### Close-up of the layout, run 1

Region (13, 13) to (53, 53) um. Cells in gray, sequential cells in the stronger gray; small squares are vias.
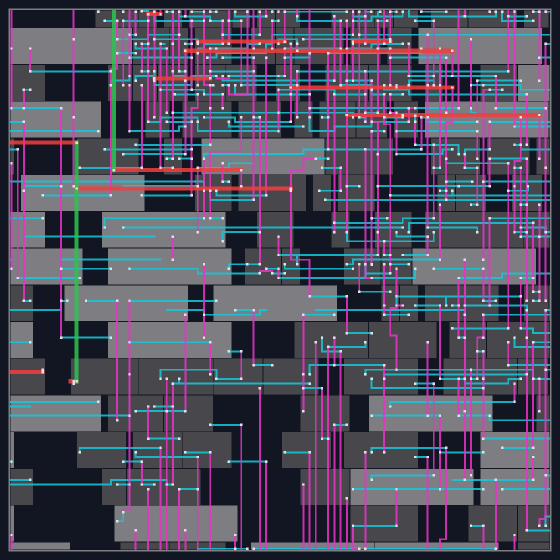
### Routed metal, one color a layer, run 1

Scale: 6 px per um. Only two layers are drawn.
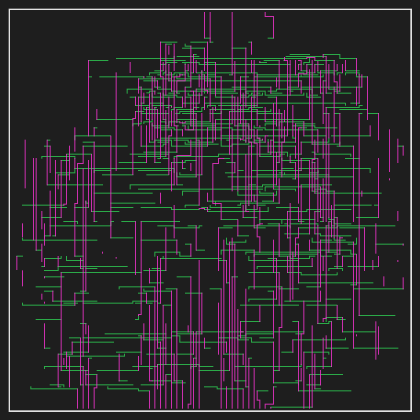
### Placement view, run 1

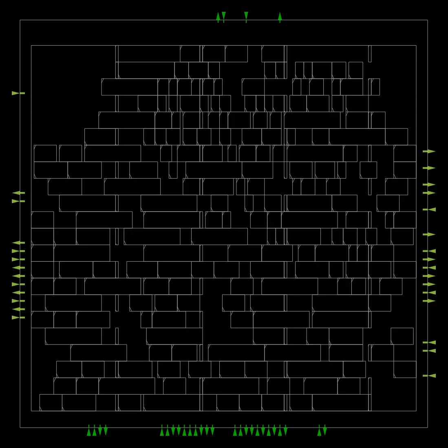
===== src/rtl/data_fetch_ctrl_pkg.sv =====
`default_nettype none
// +------------------------------------------------------------------+
// | data_fetch_ctrl_pkg                                              |
// | Shared opcode, FSM state, DIMEN and PE-select encodings.         |
// | Revision: 1.0                                                    |
// +------------------------------------------------------------------+
package data_fetch_ctrl_pkg;

    typedef enum logic [2:0] {
        OP_LOAD_BCAST = 3'd0,
        OP_LOAD_ONE   = 3'd1,
        OP_LOAD_A     = 3'd2,
        OP_LOAD_B     = 3'd3,
        OP_STORE      = 3'd4
    } opcode_e;

    typedef enum logic [2:0] {
        ST_IDLE   = 3'd0,
        ST_CLEAR  = 3'd1,
        ST_LOAD   = 3'd2,
        ST_DRAIN  = 3'd3,
        ST_STORE  = 3'd4,
        ST_FINISH = 3'd5
    } state_e;

    localparam logic [1:0] DIMEN_2X2   = 2'd0;
    localparam logic [1:0] DIMEN_4X4   = 2'd1;
    localparam logic [1:0] DIMEN_8X8   = 2'd2;
    localparam logic [1:0] DIMEN_16X16 = 2'd3;

    localparam logic [1:0] PE_SEL_BCAST = 2'd0;
    localparam logic [1:0] PE_SEL_ONE   = 2'd1;
    localparam logic [1:0] PE_SEL_A     = 2'd2;
    localparam logic [1:0] PE_SEL_B     = 2'd3;

    function automatic logic is_legal_op(input logic [2:0] op);
        return (op <= 3'(OP_STORE));
    endfunction

endpackage
`default_nettype wire


===== src/rtl/data_fetch_ctrl_op_timer.sv =====
`default_nettype none
// +------------------------------------------------------------------+
// | op_timer                                                         |
// | Per-operation watchdog: cleared by load, counts while enabled.   |
// | Revision: 1.0                                                    |
// +------------------------------------------------------------------+
module op_timer #(
    parameter int LIMIT = 64
) (
    input  logic clk,
    input  logic rst_n,
    input  logic i_load,
    input  logic i_enable,
    output logic o_expire
);

    localparam int            C_CW   = (LIMIT > 1) ? $clog2(LIMIT) : 1;
    localparam logic [C_CW-1:0] C_LAST = C_CW'(LIMIT - 1);

    logic [C_CW-1:0] r_count;

    // Saturates at the last value so a held enable never wraps back to zero
    always_ff @(posedge clk or negedge rst_n) begin
        if (!rst_n) begin
            r_count <= '0;
        end else if (i_load) begin
            r_count <= '0;
        end else if (i_enable && !o_expire) begin
            r_count <= r_count + 1'b1;
        end
    end

    assign o_expire = i_enable && (r_count == C_LAST);

endmodule
`default_nettype wire


===== src/rtl/data_fetch_ctrl.sv =====
`default_nettype none
// +------------------------------------------------------------------+
// | data_fetch_ctrl                                                  |
// | Command FSM sequencing BRAM fetch/store for the PE array.        |
// | Revision: 1.0                                                    |
// +------------------------------------------------------------------+
module data_fetch_ctrl #(
    parameter int TIMEOUT_CYC = 64,
    parameter int BRAM_LAT    = 1
) (
    input  logic        CLK,
    input  logic        RSTN,
    input  logic        INSTR_VALID,
    output logic        INSTR_READY,
    input  logic [2:0]  OPCODE,
    input  logic [16:0] BASE_ADDR,
    input  logic [1:0]  DIMEN_IN,
    input  logic [1:0]  PE_TARGET,
    output logic [1:0]  DIMEN,
    output logic [16:0] ADDRESS,
    output logic [1:0]  PE_SEL,
    output logic        PE_SEL_2x2,
    output logic        PE_SEL_4,
    output logic        ADDR_START,
    output logic        ADDR_RST,
    output logic        WRADDR_START,
    input  logic        FETCH_DONE,
    input  logic        STORE_DONE,
    output logic        DONE,
    output logic        ERR,
    output logic        BUSY
);

    import data_fetch_ctrl_pkg::*;

    localparam int            C_DW         = (BRAM_LAT > 1) ? $clog2(BRAM_LAT) : 1;
    localparam logic [C_DW-1:0] C_DRAIN_LAST = C_DW'(BRAM_LAT - 1);

    state_e          r_state;
    logic [2:0]      r_opcode;
    logic [16:0]     r_addr;
    logic [1:0]      r_dimen;
    logic [1:0]      r_target;
    logic            r_err;
    logic [C_DW-1:0] r_drain;

    logic w_accept;
    logic w_expire;

    assign w_accept = INSTR_VALID && INSTR_READY;

    // Every entry into LOAD/STORE passes through CLEAR, so CLEAR restarts the watchdog
    op_timer #(
        .LIMIT (TIMEOUT_CYC)
    ) u_op_timer (
        .clk      (CLK),
        .rst_n    (RSTN),
        .i_load   (r_state == ST_CLEAR),
        .i_enable ((r_state == ST_LOAD) || (r_state == ST_STORE)),
        .o_expire (w_expire)
    );

    always_ff @(posedge CLK or negedge RSTN) begin
        if (!RSTN) begin
            r_state  <= ST_IDLE;
            r_opcode <= '0;
            r_addr   <= '0;
            r_dimen  <= '0;
            r_target <= '0;
            r_err    <= 1'b0;
            r_drain  <= '0;
        end else begin
            case (r_state)
                ST_IDLE: begin
                    if (w_accept) begin
                        r_opcode <= OPCODE;
                        r_addr   <= BASE_ADDR;
                        r_dimen  <= DIMEN_IN;
                        r_target <= PE_TARGET;
                        r_err    <= !is_legal_op(OPCODE);
                        r_state  <= is_legal_op(OPCODE) ? ST_CLEAR : ST_FINISH;
                    end
                end
                ST_CLEAR: begin
                    r_state <= (r_opcode == 3'(OP_STORE)) ? ST_STORE : ST_LOAD;
                end
                ST_LOAD: begin
                    if (FETCH_DONE) begin
                        r_drain <= '0;
                        r_state <= ST_DRAIN;
                    end else if (w_expire) begin
                        r_err   <= 1'b1;
                        r_state <= ST_FINISH;
                    end
                end
                ST_DRAIN: begin
                    if (r_drain == C_DRAIN_LAST) begin
                        r_state <= ST_FINISH;
                    end else begin
                        r_drain <= r_drain + 1'b1;
                    end
                end
                ST_STORE: begin
                    if (STORE_DONE) begin
                        r_state <= ST_FINISH;
                    end else if (w_expire) begin
                        r_err   <= 1'b1;
                        r_state <= ST_FINISH;
                    end
                end
                ST_FINISH: begin
                    r_state <= ST_IDLE;
                end
                default: begin
                    r_state <= ST_IDLE;
                end
            endcase
        end
    end

    // Reset gates READY low and ADDR_RST high without waiting for a clock
    assign INSTR_READY  = RSTN && (r_state == ST_IDLE);
    assign ADDR_RST     = !RSTN || (r_state == ST_CLEAR) || (r_state == ST_FINISH);
    assign ADDR_START   = (r_state == ST_LOAD);
    assign WRADDR_START = (r_state == ST_STORE);
    assign BUSY         = (r_state != ST_IDLE);
    assign DONE         = (r_state == ST_FINISH) && !r_err;
    assign ERR          = (r_state == ST_FINISH) && r_err;
    assign ADDRESS      = r_addr;
    assign DIMEN        = r_dimen;

    always_comb begin
        PE_SEL     = PE_SEL_BCAST;
        PE_SEL_4   = 1'b0;
        PE_SEL_2x2 = 1'b0;
        if (r_state != ST_IDLE) begin
            case (r_opcode)
                3'(OP_LOAD_ONE): begin
                    PE_SEL     = PE_SEL_ONE;
                    PE_SEL_4   = r_target[1];
                    PE_SEL_2x2 = r_target[0];
                end
                3'(OP_LOAD_A): begin
                    PE_SEL     = PE_SEL_A;
                    PE_SEL_2x2 = ~r_target[0];
                end
                3'(OP_LOAD_B): begin
                    PE_SEL     = PE_SEL_B;
                    PE_SEL_2x2 = ~r_target[0];
                end
                default: begin
                    PE_SEL     = PE_SEL_BCAST;
                end
            endcase
        end
    end

endmodule
`default_nettype wire


===== config.mk =====
export PLATFORM = sky130hd
export DESIGN_NAME = data_fetch_ctrl
export DESIGN_NICKNAME = d
export VERILOG_FILES = /design/src/rtl/data_fetch_ctrl_pkg.sv /design/src/rtl/data_fetch_ctrl_op_timer.sv /design/src/rtl/data_fetch_ctrl.sv
export SDC_FILE = /design/constraint.sdc
export NUM_CORES = 1
export LEC_CHECK = 0
export CORE_MARGIN = 1.5
export CORE_UTILIZATION = 46
export CTS_CLUSTER_SIZE = 12
export DETAILED_ROUTE_END_ITERATION = 12
export PLACE_DENSITY_LB_ADDON = 0.12
export REMOVE_ABC_BUFFERS = 1
export SLEW_MARGIN = 20
export SYNTH_ARGS = -nofsm -noshare
export SYNTH_HDL_FRONTEND = slang
export SYNTH_SLANG_ARGS = --single-unit

===== constraint.sdc =====
create_clock -name CLK -period 2.4 [get_ports CLK]
set_input_delay 0.48 -clock CLK [delete_from_list [all_inputs] [get_ports CLK]]
set_output_delay 0.48 -clock CLK [all_outputs]
set_load 0.005 [all_outputs]

==> flow_summary.yaml, run 1 <==
# generated from flow reports
critical_path:
  endpoint_kind: "output port"
  crit_required_ps: 1920
  crit_fanout: 16
  crit_buf_inv: 3
  cpLargestDelayFamily: "buffers and inverters"
  crit_arrival_ps: 1790
  path_cells: "buf_4 -> inv_1 -> nor4_1 -> clkdlybuf4s50_1"
  cp_slowest_cell: "clkdlybuf4s50_1"
  reg2reg_setup_slack_ps: 590
  worstSetupPathType: "reg -> out"
cells_and_area:
  bufAreaShareNonClock_pct: 24.3
  stdcell_area_sq_um: 2540
  utilization_pct: 67.3
  clk_share_pct: 3.75
  nets: 251
  n_all_buffers: 63
  flop_area_sq_um: 851
  logic_gates: 111
  post_route_cells_drive_above_1_share_pct: 18.0
  seq_area_share_pct: 33.5
synth:
  xor_area_share_pct: 0.469
  ys_cells: 163
  synth_sequential_area_ratio_pct: 45.5
  ys_sh_adder_pct: 1.21
  syn_area_per_cell_sq_um: 11.5
  top_cell_area_share_pct: 45.5
  yosysTopAreaCell: "dfrtp_1"
  syn_area_sq_um: 1870
  yosys.cell_types.count: 40
  ys_seq_elements: 34
  mux_share_pct: 19.9
  flop_cell: "dfrtp_1"
  ys_chip_area_sq_um: 1870
  netlist_instances: 163
  yosysWarnings: 0
  edf_count: 0
sta:
  slew_headroom_pct: 68.9
  setup-tns-final_ps: 0
  rsz0062_at_grt: "no"
  period_minus_slack_ps: 2270
  drv_slew: 0
  hold_viol: 0
  setup_slack_ps: 130
  tightest_slew_ps: 461
  setup_viol: 0
  finalClockSkew_ps: 3.72
global_route:
  grt_pass1_vias: 1559
  grt_overflow: 0
power:
  total_power_uw: 2970
  p_leak_uw: 0.00111
status:
  status: "completed"
place:
  postPlaceCellArea_sq_um: 2440
  dpl.hpwl_um: 3160
  place_worst_setup_slack_ps: 226
  gp_congestion: 0.877
  placed_cells: 262
route:
  drt_iter0_drc: 140
  routed_wl_um: 4310
  vias_per_cell: 5.57
  vias: 1504
  drt_drc_violations_left: 0
clocking:
  cts_setup_buffers: 0
  clkSinkCount: 34
  clock_latency_ps: 280
  cts_hold_buffers: 0
  cts_tree: "done"
  cts_made_buffers: 5
  cts_resized: 0
floorplan:
  well_tap_count: 48
  die_h_um: 66.7
  num_rows: 22
worst_hold_path:
  hold_depth: 1
  min_path_type: "reg -> reg"
run:
  warnings: 25
  cap_violations: 0
Notes on 'Close-up of the layout' above:
| color | layer |
|---|---|
| cyan | met1 |
| red | met3 |
| green | met4 |
| magenta | met2 |
netlist names of flops here include: ADDRESS (7), r_opcode (3), r_state (3)
most frequent: dfrtp_1 (19), clkdlybuf4s50_1 (10), mux2_4 (8)
cells with their middle in the window: 95
sequential cells in the window: 19

Notes on 'Routed metal, one color a layer' above:
| color | layer | wire length |
|---|---|---|
| green | met1 | 1890 um |
| magenta | met2 | 2100 um |

Notes on 'Placement view' above:
total core area: 3770 sq um
Non-Filler Instances: 270
fillers: 288

==> run 1: report_power, final <==
group / internal, uW / total (uW) / switching (uW)
registers: 831 / 1010 / 176
clock network: 230 / 433 / 203
logic: 929 / 1530 / 598
==> run 1: cell usage after synthesis (all sizes together), types with 2 or more instances <==
cell type	count
mux2i	3
buf	6
nor3	4
dfrtp	34
a21oi	6
mux2	24
nand2	10
a31oi	5
and4	2
o21ai	7
nor2b	3
and3	8
a22oi	2
o31ai	2
inv	6
and2	3
o21a	2
nor2	14
clkbuf	6
o211a	2
==> run 1: registers in the layout, indices dropped and copies added (netlist names) <==
signal,flops
ADDRESS,17
DIMEN,2
r_err,1
r_opcode,3
r_state,3
r_target,2
u_op_timer.r_count,6
==> run 1: worst max-delay path by stage <==
stage                   to  slack, ps        from  cells past startpoint
4_1_cts           PE_SEL_4         40  r_state[1]                      5
2_1_floorplan  ADDRESS[11]        480  r_state[1]                      4
3_5_place_dp   ADDRESS[13]        230        RSTN                      4
5_1_grt               DONE         20  r_state[2]                      4
3_3_place_gp   ADDRESS[14]        250        RSTN                      4
6_report              DONE        130  r_state[2]                      4
==> run 1: cells in the final DEF (no fill, tap or decap), types with 2 or more instances in the layout <==
cell / count
o31ai_1: 2
nor3_1: 4
nor2b_1: 3
clkdlybuf4s50_1: 58
a21oi_1: 6
dfrtp_1: 34
inv_1: 6
mux2_4: 19
and2_1: 3
o21ai_0: 7
nand2_1: 10
a31oi_1: 5
buf_4: 5
nor2_1: 13
mux2_2: 5
o21a_1: 2
o211a_1: 2
and3_1: 7
clkbuf_8: 6
a22oi_1: 2
and4_1: 2
mux2i_1: 3
==> run 1: metal layers <==
metal	global-route usage [%]	vias up	wire length [um]
met4	6.12	0	31
met2	36.4	58	2100
met3	4.90	5	286
met5	0	-	0
met1	28.4	743	1890
li1	-	698	-
==> run 2, diff against run 1 <==
CTS_CLUSTER_SIZE = 10   (was 12)
PLACE_DENSITY = 0.77   (was default)
PLACE_DENSITY_LB_ADDON = default   (was 0.12)
==> flow_summary.yaml, run 2 <==
# generated from flow reports
status:
  status: "completed"
place:
  dpl.hpwl_um: 3290
  placed_cells: 263
  place_worst_setup_slack_ps: 307
  postPlaceCellArea_sq_um: 2440
  gp_congestion: 0.890
synth:
  flop_cell: "dfrtp_1"
  yosysTopAreaCell: "dfrtp_1"
  netlist_instances: 163
  ys_seq_elements: 34
  async_flop_share_pct: 100
  most_common_cell: "dfrtp_1"
  syn_area_sq_um: 1870
  syn_area_per_cell_sq_um: 11.5
  top_cells_by_count: "34 x dfrtp_1, 19 x mux2_4, 13 x nor2_1"
  yosysWarnings: 0
  ys_chip_area_sq_um: 1870
  yosys.cell_types.count: 40
  top_cell_area_share_pct: 45.5
  synth_sequential_area_ratio_pct: 45.5
  ys_cells: 163
  edf_count: 0
power:
  p_switching_uw: 1010
  p_comb_share_pct: 50.6
  seq_power_share_pct: 34.8
  p_leak_uw: 0.00111
  p_int_uw: 2000
  clockPowerShare_pct: 14.6
  total_power_uw: 3010
  switching_share_pct: 33.7
route:
  wl_met2_um: 2130
  drt_iter0_drc: 158
  vias_per_cell: 5.55
  top_layer_used: "met4"
  drt_drc_violations_left: 0
  wl_met3_um: 390
  drt-met1-wl_um: 1830
  vias: 1504
  routed_wl_um: 4410
cells_and_area:
  utilization_pct: 67.4
  post_route_cells_drive_above_1_share_pct: 19.3
  flop_area_sq_um: 852
  fill_cells: 280
  largest_register_ffs: 17
  nets: 252
  final_common_cell: "clkdlybuf4s50_1"
  comb_area_sq_um: 892
  fin_cells: 271
  most-common-layout-cells: "57 x clkdlybuf4s50_1, 33 x dfrtp_1, 19 x mux2_4, 13 x nor2_1, 10 x nand2_1"
  stdcell_area_sq_um: 2540
clocking:
  cts_made_buffers: 5
  clock_latency_ps: 290
  clkSinkCount: 34
  cts_tree: "done"
  cts_hold_buffers: 0
critical_path:
  crit_arrival_ps: 1780
  reg2reg_setup_slack_ps: 580
  endpoint_kind: "output port"
  crit_fanout: 7
  crit_required_ps: 1920
  worstReg2RegEnd: "ADDRESS[15]"
  worstSetupPathType: "reg -> out"
global_route:
  grt_use_met3_pct: 6.76
  gr-usage-met1_pct: 28.8
  grt_overflow: 0
  use_met2_pct: 34.4
  grt_max_degree: 26
  grt_pass1_vias: 1466
  grt_first_pass_wirelength_um: 7180
  antenna_found_initial: 0
  grt_busiest_layer: "met2"
sta:
  hold_viol: 0
  setup-tns-final_ps: 0
  tightest_slew_ps: 529
  holdWs_ps: 72.1
  period_minus_slack_ps: 2260
  slew_headroom_pct: 64.3
  drv_slew: 0
  setup_viol: 0
  finalClockSkew_ps: 6.76
  setup_slack_ps: 138
  rsz0062_at_grt: "no"
run:
  warnings: 25
  cap_violations: 0
floorplan:
  die-area_sq_um: 4450
  initial_core_util_pct: 49.5
  die_h_um: 66.7
  core_area_sq_um: 3770
  num_rows: 22
worst_hold_path:
  min_path_type: "in -> async"
[run 2: netlist changes by cell type in the layout (fill, tap and decap cells not counted)]
cell	before	now
buf_4	5	6
dfrtp_1	34	33
dfrtp_2	0	1
clkdlybuf4s50_1	58	57
buf_2	0	1
[run 2: timing repair]
item / 4_1_cts / 5_1_grt
setup endpoints to repair: 1 / 2
setup buffers: 0 / 0
hold endpoints to repair: 0 / 0
resized: 1 / 1
[run 2: how the worst max path moves through the flow]
stage                     from           to  slack [ps]
floorplan           r_state[1]  ADDRESS[11]         480
global placement    r_state[1]     PE_SEL_4         370
detailed placement  r_state[1]    PE_SEL[1]         310
CTS                 r_state[0]          ERR          40
global route        r_state[2]         DONE          60
finish              r_state[1]    PE_SEL[1]         140
[run 2: power by group through the flow]
stage               sequential (uW)  combinational [uW]  clock, uW
detailed placement             1040                1520          0
CTS                            1050                1530        453
floorplan                      1050                 743          0
global route                   1080                1650        481
finish                         1050                1520        439
global placement               1020                1460          0
[run 2: area by class of cell]
class	count	area share (%)
multi-input cells	111	35.1
well taps	48	2.36
clock buffers	6	3.25
inverters	6	0.886
flip-flops and latches	34	33.5
repair buffers	64	24.4
clock inverters	2	0.492
[run 2: worst max-delay path, cell delays in order (launching register included)]
cell             delay, ps
dfrtp_1                380
or2_4                  320
nor2_8                 120
nor2_1                  60
and2_1                 160
clkdlybuf4s50_1        450
[run 2: cells by family (layout without fill, tap and decap cells)]
family / Yosys count / count (layout) / synth area share [%]
buffers and inverters: 18 / 78 / 6.83
XOR/XNOR: 1 / 1 / 0.469
multiplexers: 27 / 27 / 19.9
adder cells (fa/ha/maj): 2 / 2 / 1.21
AND-OR/OR-AND: 32 / 32 / 11.6
flip-flops: 34 / 34 / 45.5
AND/OR/NAND/NOR: 49 / 49 / 14.5
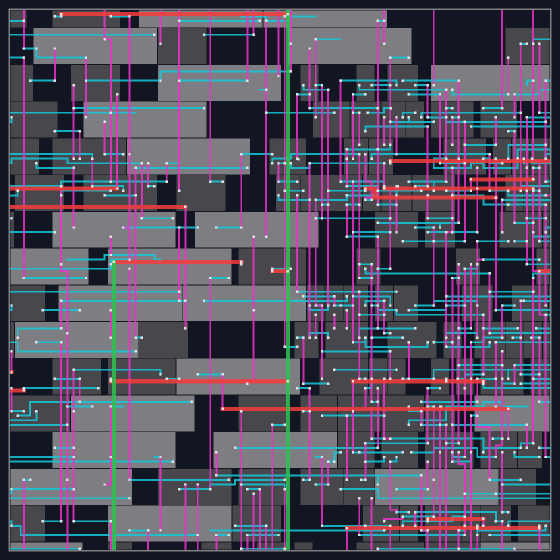
*Close-up of the layout, run 2*
Region (13, 13) to (53, 53) um. Cells in gray, sequential cells in the stronger gray; small squares are vias.
| color | layer |
|---|---|
| magenta | met2 |
| red | met3 |
| green | met4 |
| cyan | met1 |
cells with their middle in the window: 106
netlist names of flops here include: ADDRESS (10), u_op_timer.r_count (4), r_state (3)
most frequent: dfrtp_1 (20), nand2_1 (10), clkdlybuf4s50_1 (9)
sequential cells in the window: 21

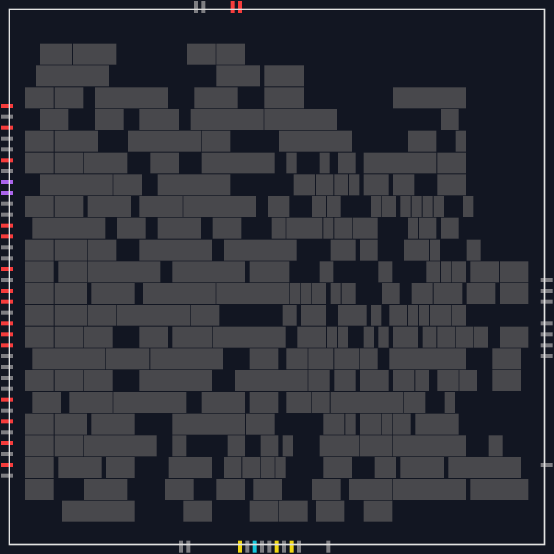
*I/O pins on the die edge, run 2*
Scale: 8 px per um. Pins as bars across the die edge, other pins in gray.
| color | port | pins | direction | edge |
|---|---|---|---|---|
| purple | DIMEN | 2 | output | left |
| yellow | OPCODE | 3 | input | bottom |
| cyan | PE_SEL_2x2 | 1 | output | bottom |
| red | ADDRESS | 17 | output | 15 left, 2 top |

No activity file was given, so power comes from the tool's default toggle rates.
